### The metal 1 layer

Bar = 50 µm.
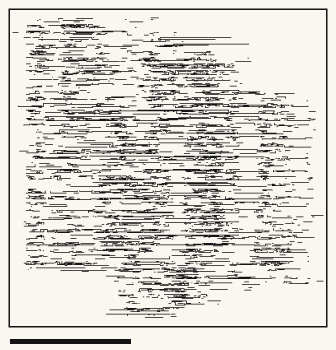
### Metal 2

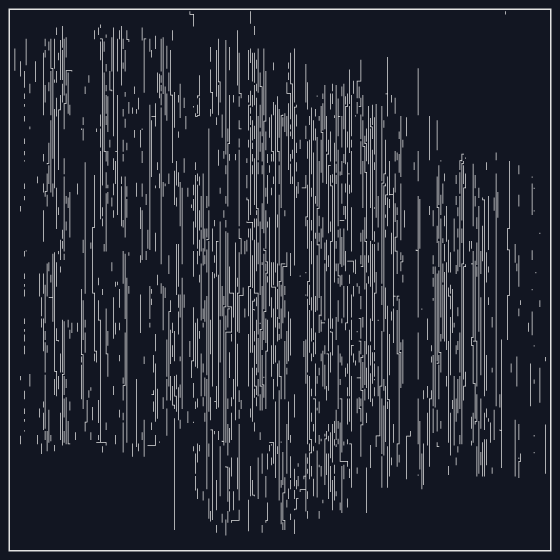
### Signal wires on met3

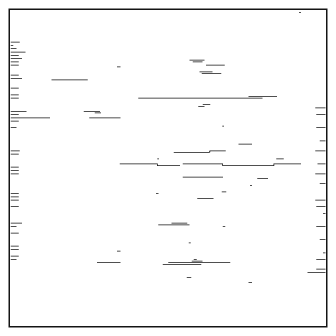
### Routing congestion

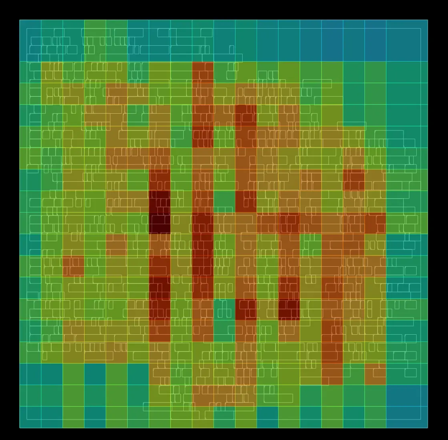
File: config.mk
export PLATFORM = sky130hd
export DESIGN_NAME = fixed_multiplier
export DESIGN_NICKNAME = d
export VERILOG_FILES = /design/src/rtl/fixed_multiplier.sv
export SDC_FILE = /design/constraint.sdc
export NUM_CORES = 1
export LEC_CHECK = 0
export CAP_MARGIN = 20
export CORE_MARGIN = 2
export CORE_UTILIZATION = 43
export DETAILED_ROUTE_END_ITERATION = 12
export GPL_ROUTABILITY_DRIVEN = 1
export GPL_TIMING_DRIVEN = 0
export PLACE_DENSITY = 0.64
export SYNTH_ARGS = -nofsm -noshare
export SYNTH_HDL_FRONTEND = slang
export SYNTH_SLANG_ARGS = --single-unit
export TNS_END_PERCENT = 30
File: constraint.sdc
create_clock -name clk -period 6.7 [get_ports clk]
set_clock_uncertainty 0.2 [all_clocks]
set_input_delay 2.01 -clock clk [delete_from_list [all_inputs] [get_ports clk]]
set_output_delay 2.01 -clock clk [all_outputs]
set_load 0.05 [all_outputs]
File: src/rtl/fixed_multiplier.sv
// Sequential signed Q8.8 fixed-point multiplier.
// Shift-add over operand magnitudes (one partial product per clock), then sign fix-up,
// saturation toward the representable range and a registered result with a done pulse.
module fixed_multiplier #(
  parameter int unsigned WIDTH = 16,
  parameter int unsigned FRAC  = 8
) (
  input  logic             clk,
  input  logic             rst,
  input  logic             start,
  input  logic [WIDTH-1:0] Multiplicand,
  input  logic [WIDTH-1:0] Multiplier,
  output logic [WIDTH-1:0] Product,
  output logic             busy,
  output logic             done,
  output logic             error
);

  localparam int unsigned CntW = $clog2(WIDTH);
  localparam logic [CntW-1:0] LastCnt = CntW'(WIDTH - 1);
  localparam logic [WIDTH-1:0] MaxPos = {1'b0, {(WIDTH-1){1'b1}}};
  localparam logic [WIDTH-1:0] MaxNeg = {1'b1, {(WIDTH-1){1'b0}}};

  typedef enum logic [1:0] {StIdle, StCalc, StDone} state_e;

  state_e              r_state;
  state_e              w_state_next;
  logic [WIDTH-1:0]    r_mcand;
  logic [WIDTH-1:0]    r_mplr;
  logic                r_sign;
  logic [2*WIDTH-1:0]  r_acc;
  logic [CntW-1:0]     r_cnt;
  logic [WIDTH-1:0]    r_product;
  logic                r_error;
  logic                r_done;

  logic [WIDTH-1:0]    w_abs_a;
  logic [WIDTH-1:0]    w_abs_b;
  logic [2*WIDTH-1:0]  w_addend;
  logic [WIDTH-1:0]    w_mag;
  logic                w_ovf;
  logic [WIDTH-1:0]    w_result;

  // Operand magnitudes; -2^(WIDTH-1) maps to 2^(WIDTH-1), which still fits unsigned.
  always_comb begin
    w_abs_a = Multiplicand[WIDTH-1] ? (~Multiplicand + 1'b1) : Multiplicand;
    w_abs_b = Multiplier[WIDTH-1]   ? (~Multiplier + 1'b1)   : Multiplier;
    w_addend = {{WIDTH{1'b0}}, r_mcand} << r_cnt;
  end

  // Truncate the magnitude (round toward zero), then saturate and re-apply the sign.
  always_comb begin
    w_mag = r_acc[WIDTH+FRAC-1:FRAC];
    w_ovf = (|r_acc[2*WIDTH-1:WIDTH+FRAC]) ||
            (!r_sign && (w_mag > MaxPos)) ||
            (r_sign && (w_mag > MaxNeg));
    if (w_ovf) begin
      w_result = r_sign ? MaxNeg : MaxPos;
    end else begin
      w_result = r_sign ? (~w_mag + 1'b1) : w_mag;
    end
  end

  // FSM state register.
  always_ff @(posedge clk or posedge rst) begin
    if (rst) begin
      r_state <= StIdle;
    end else begin
      r_state <= w_state_next;
    end
  end

  // FSM next state and busy decode.
  always_comb begin
    w_state_next = r_state;
    busy         = 1'b0;
    unique case (r_state)
      StIdle: begin
        if (start) begin
          w_state_next = StCalc;
        end
      end
      StCalc: begin
        busy = 1'b1;
        if (r_cnt == LastCnt) begin
          w_state_next = StDone;
        end
      end
      StDone: begin
        busy         = 1'b1;
        w_state_next = StIdle;
      end
      default: w_state_next = StIdle;
    endcase
  end

  // Datapath: operand capture, shift-add iterations and result registration.
  always_ff @(posedge clk or posedge rst) begin
    if (rst) begin
      r_mcand   <= '0;
      r_mplr    <= '0;
      r_sign    <= 1'b0;
      r_acc     <= '0;
      r_cnt     <= '0;
      r_product <= '0;
      r_error   <= 1'b0;
      r_done    <= 1'b0;
    end else begin
      // done is registered on leaving DONE so it coincides with the new Product.
      r_done <= (r_state == StDone);
      unique case (r_state)
        StIdle: begin
          if (start) begin
            r_mcand <= w_abs_a;
            r_mplr  <= w_abs_b;
            r_sign  <= Multiplicand[WIDTH-1] ^ Multiplier[WIDTH-1];
            r_acc   <= '0;
            r_cnt   <= '0;
          end
        end
        StCalc: begin
          if (r_mplr[0]) begin
            r_acc <= r_acc + w_addend;
          end
          r_mplr <= r_mplr >> 1;
          r_cnt  <= r_cnt + 1'b1;
        end
        StDone: begin
          r_product <= w_result;
          r_error   <= w_ovf;
        end
        default: ;
      endcase
    end
  end

  assign Product = r_product;
  assign error   = r_error;
  assign done    = r_done;

endmodule

==> reports/qor.csv <==
stage,metric,value,unit
outcome,status,"finished, final reports clean",
logic_synthesis,simple_gate_area_share,19.4,%
logic_synthesis,edf_count,0,
place,gp_congestion,0.880,
sta,tightest_slew,718,ps
logic_synthesis,ys_area,6890,µm²
sta,maxSlewViolCount,0,
sta,min_period,4590,ps
setup_path,crit_fanout,10,
global_route,grt-busiest-layer,met2,
logic_synthesis,ys_sh_adder,7.19,%
setup_path,startpoint,r_cnt[1]$_DFFE_PP0P_,
power_and_ir_drop,p_switching,1.60,mW
setup_path,cp_slowest_cell,a2111oi_0,
route,routed_via_density,5.37,
sta,setup_viol,0,
cts,cts.repair.resized,0,
setup_path,cp_common_cell,mux2i_1,
cts,clk_pin_slew_worst_paths,70,ps
route,drc,0,
setup_path,cp.depth,15,
floorplanning,chipArea,17100,µm²
global_route,antenna_found_initial,0,
setup_path,arrival,4620,ps
cells_and_area,final_nets,997,
power_and_ir_drop,power.density,421,nW/µm²
setup_path,rr_worst_depth,15,
cts,cts_root_buffer,clkbuf_16,
setup_path,worstSetupPathType,reg -> reg,
route,drt_iter0_markers,278,
logic_synthesis,floorplan.nets,932,
global_route,grt_max_degree,47,
floorplanning,fp-utilization,43.7,%
setup_path,worstPathCellList,buf_2 -> buf_1 -> clkbuf_1 -> mux4_2 -> mux2i_1 -> mux2i_1 -> ha_1 -> a21oi_1 -> o21ai_0 -> a2111oi_0 -> o31ai_1 -> o211ai_1 -> o41ai_2 -> xnor2_1 -> nor2_1,
setup_path,r2r-start,r_cnt[1]$_DFFE_PP0P_,
cts,cts_tree,built,
floorplanning,die_w,131,µm
sta,setup_tns,0,ps
flow_run,warnings,28,
logic_synthesis,syn_avg_cell_area,8.03,µm²
logic_synthesis,synthArstFlopShare,100,%
cts,post-cts-setup-buffers,0,
power_and_ir_drop,p_leak,3.42,nW
logic_synthesis,synth_flops,89,
power_and_ir_drop,comb_power_share,59.7,%
cts,cts_buffers,9,
route,drt_first_pass_iters,4,
setup_path,reg2reg_slack,2110,ps
sta,grt_setup_unrepaired,false,
Back to the opening pictures, 'The metal 1 layer':
The layer carries 7990 µm of wire. The wires run mostly horizontal. 904 nets have wire on it. The layer holds 48% of the routed length.

Back to the opening pictures, 'Metal 2':
759 nets have wire on it. The layer carries 7890 µm of wire.
grt met2 use: 35.4%
DRT Wirelength: 16700 µm
Vias: 6147

Back to the opening pictures, 'Signal wires on met3':
The layer carries 523 µm of wire. 76 nets have wire on it.
grt met3 use: 2.81%

Back to the opening pictures, 'Routing congestion':
final core occ: 50.9%
Tot GR Track Use: 20.9%
post-DR wirelength/cell: 14.6 µm

-- routing by layer --
layer | up-vias | wire length, µm | share of wire, %
met2 | 114 | 7890 | 47
met5 | - | 0 | 0
li1 | 3198 | - | -
met3 | 20 | 522 | 3.1
met1 | 2815 | 7990 | 48
met4 | 0 | 280 | 1.7
-- per-stage QoR --
stage / area, µm² / setup WS [ps] / std cells / util, % / hold WS, ps
after floorplan: 6890 / 2180 / 858 / - / 250
after global placement: 7690 / 729 / 1127 / 48.8 / 265
after detailed placement: 7720 / 2100 / 1128 / 49.0 / 272
after CTS: 8030 / 2110 / 1144 / 50.9 / 289
after global routing: 8030 / 1680 / 1144 / 50.9 / 313
final: 8030 / 2110 / 1144 / 50.9 / 284
-- flip-flops by register name, indices dropped and copies added (netlist names), 2 cells and up --
signal and cells:
r_acc 32, Product 16, r_mcand 16, r_mplr 16
r_cnt 4, r_state 2
-- cell type report --
cell class	count	area, µm²
fillers	1559	7740
multi-input cells	696	4380
flip-flops and latches	89	2230
repair buffers	54	558
well taps	216	270
clock buffers	9	225
plain buffers	44	174
inverters	29	111
clock inverters	7	86.3
-- power groups by stage --
stage	sequential, mW	combinational [mW]	clock, mW
finish	0.827	2.02	0.536
global route	0.852	2.28	0.562
CTS	0.827	2.01	0.549
detailed placement	0.836	2.00	0
global placement	0.833	1.99	0
floorplan	0.814	1.55	0
-- worst min path at each step --
stage	startpoint	to	cells past startpoint
after floorplan	r_mplr[1]$_DFFE_PP0P_	r_mplr[1]$_DFFE_PP0P_	2
after global placement	r_mplr[1]$_DFFE_PP0P_	r_mplr[1]$_DFFE_PP0P_	2
after detailed placement	r_mplr[6]$_DFFE_PP0P_	r_mplr[6]$_DFFE_PP0P_	2
after CTS	r_mplr[7]$_DFFE_PP0P_	r_mplr[7]$_DFFE_PP0P_	2
after global routing	r_mplr[13]$_DFFE_PP0P_	r_mplr[13]$_DFFE_PP0P_	2
final	r_mplr[6]$_DFFE_PP0P_	r_mplr[6]$_DFFE_PP0P_	2
-- Yosys cell counts (2+ instances only) --
cell type,instances,share of area [%]
ha_1,38,6.9
a22oi_1,2,0.22
clkbuf_1,30,1.6
mux2i_1,16,2.3
a21o_1,11,1.2
and3_1,4,0.36
nand4_1,6,0.54
a22o_1,6,0.76
o21bai_1,6,0.65
o41ai_1,3,0.38
and2_1,5,0.45
mux2_2,9,1.5
nand2_1,133,7.2
buf_2,7,0.51
a41oi_1,2,0.25
or3_1,12,1.1
a211oi_1,5,0.54
inv_1,29,1.6
xor2_1,33,4.2
nor4_1,4,0.36
a21oi_1,78,5.7
o41ai_2,2,0.47
o221a_2,6,0.98
nand3_1,23,1.7
a32o_1,4,0.58
buf_1,7,0.38
nor3_1,10,0.73
a31oi_1,4,0.36
nor2_1,76,4.1
o31ai_1,13,1.4
mux4_2,5,1.6
nand2b_1,10,0.91
dfrtp_1,89,32
o211ai_1,4,0.44
o21ai_0,93,6.8
o31ai_2,2,0.36
o21a_1,2,0.22
o22ai_1,12,1.1
xnor2_1,28,3.6
nor2b_1,9,0.82
Power figures rest on the tool's default switching activity, not on a simulated workload.
